[src/rtl/mmio_uart_tx.sv]
// mmio_uart_tx: memory-mapped UART transmitter on the CPU data bus.
//
// The CPU stores bytes to TXDATA (BASE_ADDR+0). They queue in a small TX
// FIFO, and a bit-serial engine sends each one as a frame: a low start bit,
// eight data bits LSB first, then a high stop bit. STATUS (BASE_ADDR+4) is
// read combinationally. Writing STATUS with bit 3 set clears the sticky
// overflow flag.
//
// STATUS layout:
//   [0] full   [1] empty   [2] busy   [3] overflow   [15:8] FIFO count
//
// Optional feature: define MMIO_UART_TX_PARITY_EN to add an even-parity bit
// between the last data bit and the stop bit (11-bit frame).
//
// Ports:
//   clock  in   system clock, all state updates on the rising edge
//   reset  in   asynchronous, active-low reset
//   we     in   store strobe from the CPU
//   a      in   byte address; only a[31:2] is decoded
//   wd     in   store data
//   rd     out  read data: STATUS when a hits STATUS, otherwise 0
//   hit    out  a[31:2] selects TXDATA or STATUS
//   tx     out  registered serial line, idles high
module mmio_uart_tx #(
    parameter logic [31:0] BASE_ADDR    = 32'hFFFF0000,
    parameter int          CLKS_PER_BIT = 16,
    parameter int          FIFO_DEPTH   = 8
) (
    input  logic        clock,
    input  logic        reset,
    input  logic        we,
    input  logic [31:0] a,
    input  logic [31:0] wd,
    output logic [31:0] rd,
    output logic        hit,
    output logic        tx
);

    localparam int PTR_W  = $clog2(FIFO_DEPTH);
    localparam int CNT_W  = PTR_W + 1;
    localparam int BAUD_W = (CLKS_PER_BIT > 1) ? $clog2(CLKS_PER_BIT) : 1;

    localparam logic [29:0] TXDATA_WORD = BASE_ADDR[31:2];
    localparam logic [29:0] STATUS_WORD = BASE_ADDR[31:2] + 30'd1;

`ifdef MMIO_UART_TX_PARITY_EN
    typedef enum logic [2:0] {S_IDLE, S_START, S_DATA, S_PARITY, S_STOP} state_t;
`else
    typedef enum logic [2:0] {S_IDLE, S_START, S_DATA, S_STOP} state_t;
`endif

    state_t             state_q, state_d;
    logic [BAUD_W-1:0]  baud_q, baud_d;
    logic [2:0]         bit_q, bit_d;
    logic [7:0]         shift_q, shift_d;
    logic               tx_q, tx_d;
`ifdef MMIO_UART_TX_PARITY_EN
    logic               parity_q, parity_d;
`endif

    logic [7:0]         mem [FIFO_DEPTH];
    logic [PTR_W-1:0]   wr_ptr_q, wr_ptr_d;
    logic [PTR_W-1:0]   rd_ptr_q, rd_ptr_d;
    logic [CNT_W-1:0]   count_q, count_d;
    logic               ovf_q, ovf_d;

    logic               hit_tx, hit_st;
    logic               push_req, push, pop;
    logic               full, empty, busy, baud_wrap;
    logic [7:0]         count_ext;
    logic [31:0]        status;
    logic               unused_bits;

    // ---------------------------------------------------------------
    // Bus decode and status
    // ---------------------------------------------------------------
    assign hit_tx = (a[31:2] == TXDATA_WORD);
    assign hit_st = (a[31:2] == STATUS_WORD);
    assign hit    = hit_tx | hit_st;

    assign full      = (count_q == CNT_W'(FIFO_DEPTH));
    assign empty     = (count_q == '0);
    assign busy      = (state_q != S_IDLE);
    assign count_ext = 8'(count_q);
    assign status    = {16'h0000, count_ext, 4'h0, ovf_q, busy, empty, full};
    assign rd        = hit_st ? status : 32'h0000_0000;

    // Only the low byte of a store and the word part of the address matter.
    assign unused_bits = ^{a[1:0], wd[31:8]};

    // ---------------------------------------------------------------
    // FIFO control
    // ---------------------------------------------------------------
    // The engine only pops while idle, so a pop always means "load the
    // head into the shift register on this edge".
    assign pop      = (state_q == S_IDLE) & ~empty;
    assign push_req = we & hit_tx;
    // A push into a full FIFO still succeeds when the same edge frees a slot.
    assign push     = push_req & (~full | pop);

    always_comb begin
        wr_ptr_d = wr_ptr_q;
        rd_ptr_d = rd_ptr_q;
        count_d  = count_q;
        ovf_d    = ovf_q;
        if (push) begin
            wr_ptr_d = wr_ptr_q + PTR_W'(1);
        end
        if (pop) begin
            rd_ptr_d = rd_ptr_q + PTR_W'(1);
        end
        case ({push, pop})
            2'b10:   count_d = count_q + CNT_W'(1);
            2'b01:   count_d = count_q - CNT_W'(1);
            default: count_d = count_q;
        endcase
        if (push_req & ~push) begin
            ovf_d = 1'b1;
        end else if (we & hit_st & wd[3]) begin
            ovf_d = 1'b0;
        end
    end

    // Storage needs no reset; pointers and count define what is valid.
    always_ff @(posedge clock) begin
        if (push) begin
            mem[wr_ptr_q] <= wd[7:0];
        end
    end

    // ---------------------------------------------------------------
    // Serial engine
    // ---------------------------------------------------------------
    assign baud_wrap = (baud_q == BAUD_W'(CLKS_PER_BIT - 1));

    always_comb begin
        state_d  = state_q;
        baud_d   = baud_q;
        bit_d    = bit_q;
        shift_d  = shift_q;
`ifdef MMIO_UART_TX_PARITY_EN
        parity_d = parity_q;
`endif
        if (state_q == S_IDLE) begin
            baud_d = '0;
            bit_d  = '0;
        end else begin
            baud_d = baud_wrap ? '0 : baud_q + BAUD_W'(1);
        end

        case (state_q)
            S_IDLE: begin
                if (!empty) begin
                    shift_d  = mem[rd_ptr_q];
`ifdef MMIO_UART_TX_PARITY_EN
                    parity_d = ^mem[rd_ptr_q];
`endif
                    state_d  = S_START;
                end
            end
            S_START: begin
                if (baud_wrap) begin
                    state_d = S_DATA;
                end
            end
            S_DATA: begin
                if (baud_wrap) begin
                    shift_d = {1'b0, shift_q[7:1]};
                    bit_d   = bit_q + 3'd1;
                    if (bit_q == 3'd7) begin
`ifdef MMIO_UART_TX_PARITY_EN
                        state_d = S_PARITY;
`else
                        state_d = S_STOP;
`endif
                    end
                end
            end
`ifdef MMIO_UART_TX_PARITY_EN
            S_PARITY: begin
                if (baud_wrap) begin
                    state_d = S_STOP;
                end
            end
`endif
            S_STOP: begin
                if (baud_wrap) begin
                    state_d = S_IDLE;
                end
            end
            default: begin
                state_d = S_IDLE;
            end
        endcase

        // tx is registered from the next state so the line changes on the
        // same edge as the state it belongs to.
        case (state_d)
            S_START: tx_d = 1'b0;
            S_DATA:  tx_d = shift_d[0];
`ifdef MMIO_UART_TX_PARITY_EN
            S_PARITY: tx_d = parity_d;
`endif
            default: tx_d = 1'b1;
        endcase
    end

    always_ff @(posedge clock or negedge reset) begin
        if (!reset) begin
            state_q  <= S_IDLE;
            baud_q   <= '0;
            bit_q    <= '0;
            shift_q  <= '0;
            tx_q     <= 1'b1;
`ifdef MMIO_UART_TX_PARITY_EN
            parity_q <= 1'b0;
`endif
            wr_ptr_q <= '0;
            rd_ptr_q <= '0;
            count_q  <= '0;
            ovf_q    <= 1'b0;
        end else begin
            state_q  <= state_d;
            baud_q   <= baud_d;
            bit_q    <= bit_d;
            shift_q  <= shift_d;
            tx_q     <= tx_d;
`ifdef MMIO_UART_TX_PARITY_EN
            parity_q <= parity_d;
`endif
            wr_ptr_q <= wr_ptr_d;
            rd_ptr_q <= rd_ptr_d;
            count_q  <= count_d;
            ovf_q    <= ovf_d;
        end
    end

    assign tx = tx_q;

endmodule

[config.mk]
export PLATFORM = sky130hd
export DESIGN_NAME = mmio_uart_tx
export DESIGN_NICKNAME = d
export VERILOG_FILES = /design/src/rtl/mmio_uart_tx.sv
export SDC_FILE = /design/constraint.sdc
export NUM_CORES = 1
export LEC_CHECK = 0
export CORE_ASPECT_RATIO = 0.5
export CORE_MARGIN = 1.5
export CORE_UTILIZATION = 50
export CTS_CLUSTER_SIZE = 12
export DETAILED_ROUTE_END_ITERATION = 7
export GPL_TIMING_DRIVEN = 0
export PLACE_DENSITY = 0.8
export SETUP_SLACK_MARGIN = 0.02
export SYNTH_ARGS = -nofsm -noshare
export SYNTH_HDL_FRONTEND = slang
export SYNTH_SLANG_ARGS = --single-unit
[constraint.sdc]
create_clock -name clock -period 3 [get_ports clock]
set_input_delay 0.6 -clock clock [delete_from_list [all_inputs] [get_ports clock]]
set_output_delay 0.6 -clock clock [all_outputs]
set_load 0.05 [all_outputs]
**Run 1: placed standard cells**

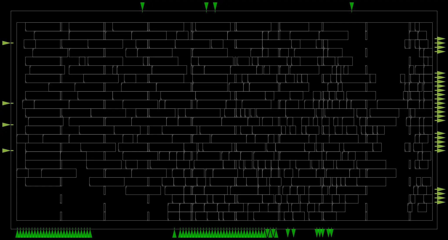
Filler Cells Inserted: 540
num tapcells: 112
FP Rows: 23
Seq/total area: 0.4825

**Run 1: floorplan with the power grid**

Scale: 4 px per micron. Pins as bars on the die edge.
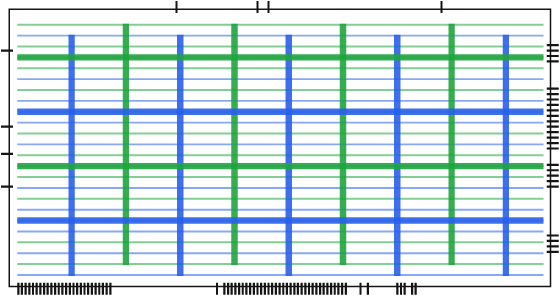
VSS: marked blue. VDD: marked green.
4 straps on met5. 9 straps on met4. The core has 23 rows. 101 signal pins sit on the boundary. 24 met1 rails follow the rows.

**Run 1: wiring heat map**

Scale: 4 px per micron. The die is cut into 27 by 14 equal tiles; dark purple is low, yellow is high, scaled to the fullest tile. Values are wire area over tile area, all layers added.
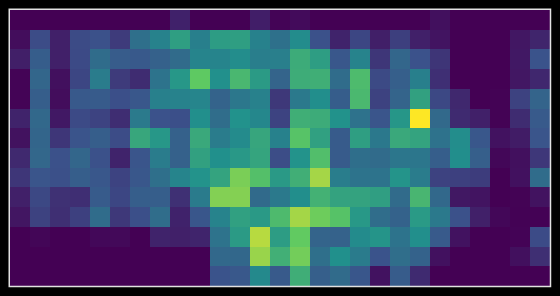
The emptiest ninth of the die: south-west. The fullest tile reaches 0.60. The mean over all tiles is 0.16. 21% of the tiles are nearly empty. 18% of the tiles are over half the peak.

**Run 1: sequential cells grouped by signal name**

Scale: 4 px per micron.
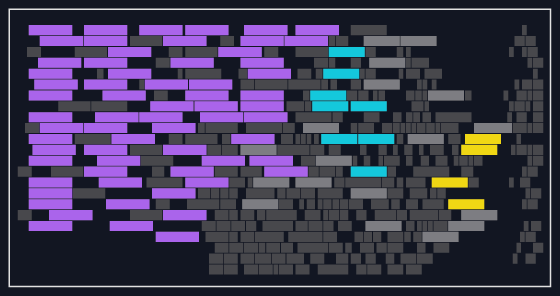
mem: marked purple, flops 64. baud_q: marked yellow, flops 4, where east. shift_q: marked cyan, flops 8.

==> results.txt, run 1 <==
area figure in the yosys stat output -> 0.004350 sq mm
CTS resizes -> 65
post-synth top area share -> 0.4418
via count -> 2788
Detail Route Antenna Nets -> 0
largest family of logic cells by area -> simple AND/OR/NAND/NOR gates
Clock-cell share -> 0.05058
Max H-tree Level -> 3
Top-Level Pins -> 101
DR top layer -> met4
M1 WL -> 3719 microns
reg2reg end -> count_q[3]
GPL Wtd Cong -> 0.8120
Largest regs -> mem (64), shift_q (8)
logic share of the area -> 0.2937
Initial Util -> 0.5286
Setup WS post-layout -> -102.3 ps
Fmax -> 322.3 MHz
Gate Count Post-Synth -> 294
GR peak layer -> met2
clock network power -> 0.00107 W
Clock Sinks -> 94
worst-case clock buffer depth -> 2
Die X -> 134.9 microns
largest power group -> registers
Post-CTS Setup Bufs -> 2
ys flop type -> edfxtp_1
endpoints failing setup -> 24
Reg power frac -> 0.434
Simple-Gate Fraction of Synth Area -> 0.1268
slowest stage delay, CP -> 570 ps
hold crit path type -> input port to asynchronous set/reset pin
Worst Path Required -> 2980 ps
largest net degree at the start of global routing -> 31
All-Layer GR Usage -> 0.2005
Critical Path End Type -> flip-flop
residual DRC count -> 0
die height -> 68.96 microns
Combinational Gates -> 185
leakage power -> 2.126 nW
most common cell in the synthesized netlist -> edfxtp_1
die area -> 0.009304 sq mm
WL met2 -> 4791 microns
dominant logic cell types in the final layout -> 64 x edfxtp_1, 40 x clkdlybuf4s50_1, 32 x buf_4
Critical Path Stages -> 7
DP Area -> 0.005095 sq mm
period utilization -> 1.034
failing checks -> setup timing
pre-CTS setup slack -> -702.4 ps
Synth Area in Adders -> 0.02473
worst setup path category -> input port to flip-flop
inverters -> 5
Switch Pwr -> 0.001164 W
detailed placer's ending HPWL -> 6059 microns
Root Buffer -> clkbuf_16
RSZ-0062 raised after global routing -> yes
Port Buffers -> 50
cells on worst reg2reg path -> 10
status -> finished with violations
Min Clock Period, post-route -> 3102 ps
Top reg by flops -> mem
sequential area share after synthesis -> 0.6146
comb pwr -> 0.00105 W
CP startpoint kind -> input port
Cell area leaders -> edfxtp_1 44%, dfrtp_1 17%, mux4_2 8.3%
M3 GR Usage -> 0.04751
# nets final -> 461
crit path launch -> a[17]
Synth cell types -> 50
combinational gate area -> 0.001628 sq mm
r2r setup slk -> 260 ps
worst skew pair latency -> 350 ps
setup_tns -> -1827 ps
core footprint -> 0.008230 sq mm
Storage cell area -> 0.002674 sq mm
cell-by-cell trace of the critical path -> clkdlybuf4s50_1, nand4_1, buf_4, or4_4, nor4_4, nand2_2, nor2_2
number of global-route vias before repair -> 2679
final core area utilization -> 0.6733
synth warn -> 0
M1 GR Usage -> 0.2293
combinational share of power -> 0.281
top cells by count -> 64 x edfxtp_1, 29 x dfrtp_1, 24 x buf_4
Yosys Instances -> 294
DR vias/cell -> 5.543
per-cell routed wire length -> 18.65 microns
Pins Over Slew Limit -> 0
Cell Int Power -> 0.002586 W
Area growth syn-to-layout -> 27.38%
hold_ws -> 292.9 ps
iteration tally of the first detailed-router pass -> 5
worst slew pin tran -> 747.5 ps
Fin Clk Skew -> 7.752 ps
Compound-Gate Fraction of Synth Area -> 0.04285
Mux cell area share -> 0.1162
cell type with the largest total area -> edfxtp_1
Setup crit end -> mem[5][1]
Final Cell Area -> 0.005542 sq mm
CP Data Arrival Time -> 3080 ps
CTS tree -> done
tool warnings -> 54
Overflow after GRT -> 0
XOR Share, Synth -> 0.01812
M2 GR Usage -> 0.3744
Flops -> 94
diodes inserted -> 0
placed cell count -> 480
maximum net fanout on the critical path -> 8
total power -> 0.003750 W
CTS Hold Bufs -> 0
final wirelength -> 9383 microns
clkbuf count -> 9
worst r2r src -> count_q[0]
clock share of power -> 0.285
Synth Register Bits -> 94
count of library flops with an enable pin -> 64
dominant logic cell type in the layout -> edfxtp_1
Max Cap Violations -> 0
initial antenna violation count -> 0
CP delay by family, top -> simple AND/OR/NAND/NOR gates
Final Hold Viols -> 0
maximum vdd drop -> 0.0004797 V
CP max-delay cell -> or4_4
switch share -> 0.3104
Mapped Area -> 0.004350 sq mm
ys async rst share -> 0.3191
dominant kind of cell -> flip-flops and latches
P_seq -> 0.00163 W
Pwr Density -> 676.8 mW/mm^2
Max transition margin -> 0.5016
Crit path buffers/inverters -> 2
Non-Filler Instances -> 503
clock slew at reported path FFs -> 70 ps
max FFs per register -> 64
metal3 WL -> 653 microns
**Run 1: sizing map**

Scale: 3 px per micron.
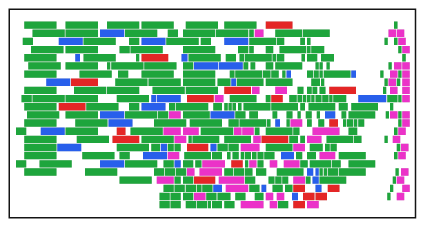

==> inputs of run 2 (changes only) <==
--- a/config.mk
+++ b/config.mk
@@ -5,6 +5,7 @@
 export SDC_FILE = /design/constraint.sdc
 export NUM_CORES = 1
 export LEC_CHECK = 0
+export CAP_MARGIN = 10
 export CORE_ASPECT_RATIO = 0.5
 export CORE_MARGIN = 1.5
 export CORE_UTILIZATION = 50
@@ -13,6 +14,7 @@
 export GPL_TIMING_DRIVEN = 0
 export PLACE_DENSITY = 0.8
 export SETUP_SLACK_MARGIN = 0.02
+export SLEW_MARGIN = 30
 export SYNTH_ARGS = -nofsm -noshare
 export SYNTH_HDL_FRONTEND = slang
 export SYNTH_SLANG_ARGS = --single-unit
**Run 2: sizing map**

Scale: 3 px per micron.
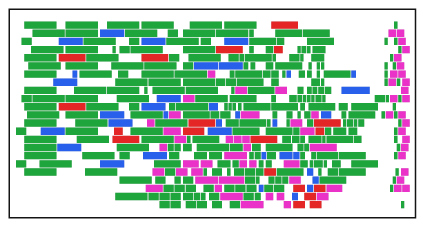
drive 1 or less: marked green, cells 278, share 71%. drive 6 and up: marked red, cells 19, share 4.8%. drive 3 to 4: marked magenta, cells 63, share 16%. drive 2: marked blue, cells 34, share 8.6%.
Non-CTS buffers: 94
Final Cell Area: 0.005560 sq mm
Area growth syn-to-layout: 27.81%

==> run 2 against run 1 <==
Compared with the run above:
- the flow now finishes without violations
- utilization grew 0.23 points
- final cell count grew 0.60%
- worst setup slack gained 210 ps
- first-iteration DRC count is the same
- worst hold slack lost 5.7 ps
- via count shrank 1.3%
- area after synthesis is the same
- clock-buffer cell count is the same
- critical path type is now input port to primary output
- critical endpoint is now rd[0]
- largest cell class unchanged
- largest power group unchanged
==> results.txt, run 2 <==
endpoints failing setup -> 0 (-100%)
Crit path buffers/inverters -> 3 (+1)
CP Data Arrival Time -> 2290 ps (-790 ps)
hold_ws -> 287.2 ps (-5.677 ps)
GR peak layer -> met2
M2 GR Usage -> 0.3718 (-0.002564)
status -> finished, final reports clean
CP max-delay cell -> clkdlybuf4s50_1
largest family of logic cells by area -> simple AND/OR/NAND/NOR gates
top cells by count -> 64 x edfxtp_1, 29 x dfrtp_1, 24 x buf_4
via count -> 2753 (-1.3%)
num tapcells -> 112 (unchanged)
dominant logic cell type in the layout -> edfxtp_1
Synth Area in Adders -> 0.02473 (unchanged)
Storage cell area -> 0.002674 sq mm (unchanged)
Fin Clk Skew -> 5.685 ps (-2.067 ps)
Top-Level Pins -> 101 (unchanged)
Switch Pwr -> 0.001163 W (-0.13%)
ys async rst share -> 0.3191 (unchanged)
All-Layer GR Usage -> 0.2049 (+0.004323)
Min Clock Period, post-route -> 2891 ps (-210.9 ps)
Filler Cells Inserted -> 541 (+0.19%)
Root Buffer -> clkbuf_16
Fmax -> 345.9 MHz (+7.3%)
Max Cap Violations -> 0 (unchanged)
maximum vdd drop -> 0.0004485 V (-6.5%)
Non-Filler Instances -> 506 (+0.60%)
CTS resizes -> 68 (+4.6%)
cell-by-cell trace of the critical path -> clkdlybuf4s50_1, nor4_4, and4_4, and2_1, buf_4, nand2_4, nor2_4, buf_6
Worst Path Required -> 2400 ps (-580 ps)
sequential area share after synthesis -> 0.6146 (unchanged)
clock share of power -> 0.285 (about the same)
Die X -> 134.9 microns (unchanged)
hold crit path type -> input port to asynchronous set/reset pin
combinational share of power -> 0.282 (about the same)
period utilization -> 0.9638 (-0.07031)
worst-case clock buffer depth -> 2 (unchanged)
Clock-cell share -> 0.05018 (-0.0003958)
Gate Count Post-Synth -> 294 (unchanged)
Max transition margin -> 0.4877 (-0.01391)
Critical Path Stages -> 8 (+1)
largest power group -> registers
area figure in the yosys stat output -> 0.004350 sq mm (unchanged)
cell type with the largest total area -> edfxtp_1
iteration tally of the first detailed-router pass -> 4 (-1)
M1 WL -> 3864 microns (+3.9%)
# nets final -> 464 (+0.65%)
number of global-route vias before repair -> 2681 (+0.075%)
logic share of the area -> 0.2946 (+0.0008087)
inverters -> 5 (unchanged)
clock slew at reported path FFs -> 70 ps (about the same)
Pwr Density -> 674.1 mW/mm^2 (-0.39%)
cells on worst reg2reg path -> 10 (unchanged)
comb pwr -> 0.00106 W (about the same)
CTS tree -> done
final wirelength -> 9205 microns (-1.9%)
most common cell in the synthesized netlist -> edfxtp_1
leakage power -> 2.167 nW (+1.9%)
M3 GR Usage -> 0.05848 (+0.01096)
Cell area leaders -> edfxtp_1 44%, dfrtp_1 17%, mux4_2 8.3%
Overflow after GRT -> 0 (unchanged)
Compound-Gate Fraction of Synth Area -> 0.04285 (unchanged)
**Run 2: placed standard cells**

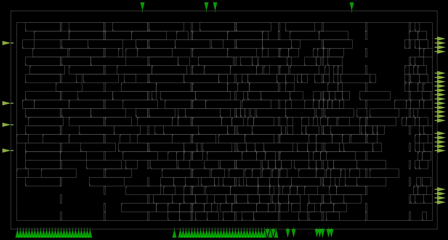

==> inputs of run 3 (changes only) <==
==> constraint.sdc (replaced) <==
create_clock -name clock -period 3 [get_ports clock]
set_input_delay 0.6 -clock clock [delete_from_list [all_inputs] [get_ports clock]]
set_output_delay 0.6 -clock clock [all_outputs]
set_load 0.1 [all_outputs]
**Run 3: placed standard cells**

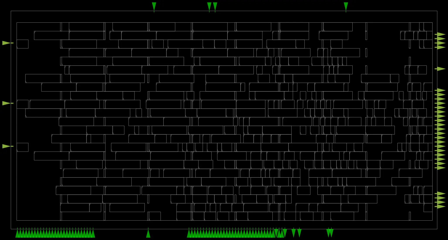
Non-Filler Instances: 501
final core area utilization: 0.6760
Filler Cells Inserted: 570
core footprint: 0.008230 sq mm
Seq/total area: 0.4805

==> run 3 against run 2 <==
Compared with the run above:
- first-iteration DRC count fell by 35%
- via count fell by 1.4%
- routed wire length fell by 3.2%
- synthesized cell count did not move
- total power rose by 0.46%
- critical path type unchanged
- largest cell class unchanged
==> results.txt, run 3 <==
Top-Level Pins -> 101 (unchanged)
Final Hold Viols -> 0
GR peak layer -> met2
area figure in the yosys stat output -> 0.004350 sq mm (unchanged)
Compound-Gate Fraction of Synth Area -> 0.04285 (unchanged)
M1 WL -> 3758 microns (-2.7%)
iteration tally of the first detailed-router pass -> 4 (unchanged)
CP max-delay cell -> clkdlybuf4s50_1
combinational share of power -> 0.298 (+0.016)
num tapcells -> 112 (unchanged)
DP Area -> 0.005124 sq mm
GPL Wtd Cong -> 0.7728
number of global-route vias before repair -> 2675 (-0.22%)
Synth Area in Adders -> 0.02473 (unchanged)
Cell area leaders -> edfxtp_1 44%, dfrtp_1 17%, mux4_2 8.3%
All-Layer GR Usage -> 0.2027 (-0.002166)
worst-case clock buffer depth -> 2 (unchanged)
M3 GR Usage -> 0.05848 (unchanged)
cell type with the largest total area -> edfxtp_1
Cell Int Power -> 0.002575 W
Gate Count Post-Synth -> 294 (unchanged)
Storage cell area -> 0.002674 sq mm (unchanged)
largest family of logic cells by area -> simple AND/OR/NAND/NOR gates
leakage power -> 2.210 nW (+2.0%)
CTS resizes -> 70 (+2.9%)
Clock-cell share -> 0.04812 (-0.002058)
final wirelength -> 8906 microns (-3.2%)
Die X -> 134.9 microns (unchanged)
Combinational Gates -> 185
P_seq -> 0.00162 W
Max transition margin -> 0.3585 (-0.1292)
inverters -> 5 (unchanged)
clock slew at reported path FFs -> 60 ps (about the same)
top cells by count -> 64 x edfxtp_1, 29 x dfrtp_1, 24 x buf_4
sequential area share after synthesis -> 0.6146 (unchanged)
Critical Path Stages -> 6 (-2)
cells on worst reg2reg path -> 10 (unchanged)
maximum vdd drop -> 0.0004476 V (-0.20%)
largest power group -> registers
slowest stage delay, CP -> 440 ps
Fmax -> 341.6 MHz (-1.2%)
most common cell in the synthesized netlist -> edfxtp_1
total power -> 0.003766 W
Min Clock Period, post-route -> 2927 ps (+36.00 ps)
logic share of the area -> 0.2930 (-0.001549)
dominant logic cell type in the layout -> edfxtp_1
Worst Path Required -> 2400 ps (about the same)
FP Rows -> 23
DR top layer -> met4
Switch Pwr -> 0.001191 W (+2.4%)
endpoints failing setup -> 0 (unchanged)
post-synth top area share -> 0.4418
status -> finished, final reports clean
TritonCTS Buffers -> 9
hold_ws -> 293.0 ps (+5.784 ps)
Non-CTS buffers -> 89 (-5.3%)
Fin Clk Skew -> 3.541 ps (-2.144 ps)
Crit path buffers/inverters -> 3 (unchanged)
hold crit path type -> input port to asynchronous set/reset pin
diodes inserted -> 0
# nets final -> 459 (-1.1%)
cell-by-cell trace of the critical path -> clkdlybuf4s50_1, nor4_4, and4_1, and2_1, buf_6, buf_2
Pwr Density -> 676.8 mW/mm^2 (+0.39%)
CTS tree -> done
Max Cap Violations -> 0 (unchanged)
Port Buffers -> 50
WL met2 -> 4482 microns
comb pwr -> 0.00112 W (+6%)
M2 GR Usage -> 0.3532 (-0.01859)
Final Cell Area -> 0.005564 sq mm (about the same)
worst r2r src -> count_q[0]
Root Buffer -> clkbuf_16
via count -> 2714 (-1.4%)
Area growth syn-to-layout -> 27.90% (about the same)
period utilization -> 0.9758 (+0.01200)
clock share of power -> 0.270 (-0.015)
CP Data Arrival Time -> 2330 ps (+40 ps)
Overflow after GRT -> 0 (unchanged)
ys async rst share -> 0.3191 (unchanged)
Power and IR drop assume default switching activity.
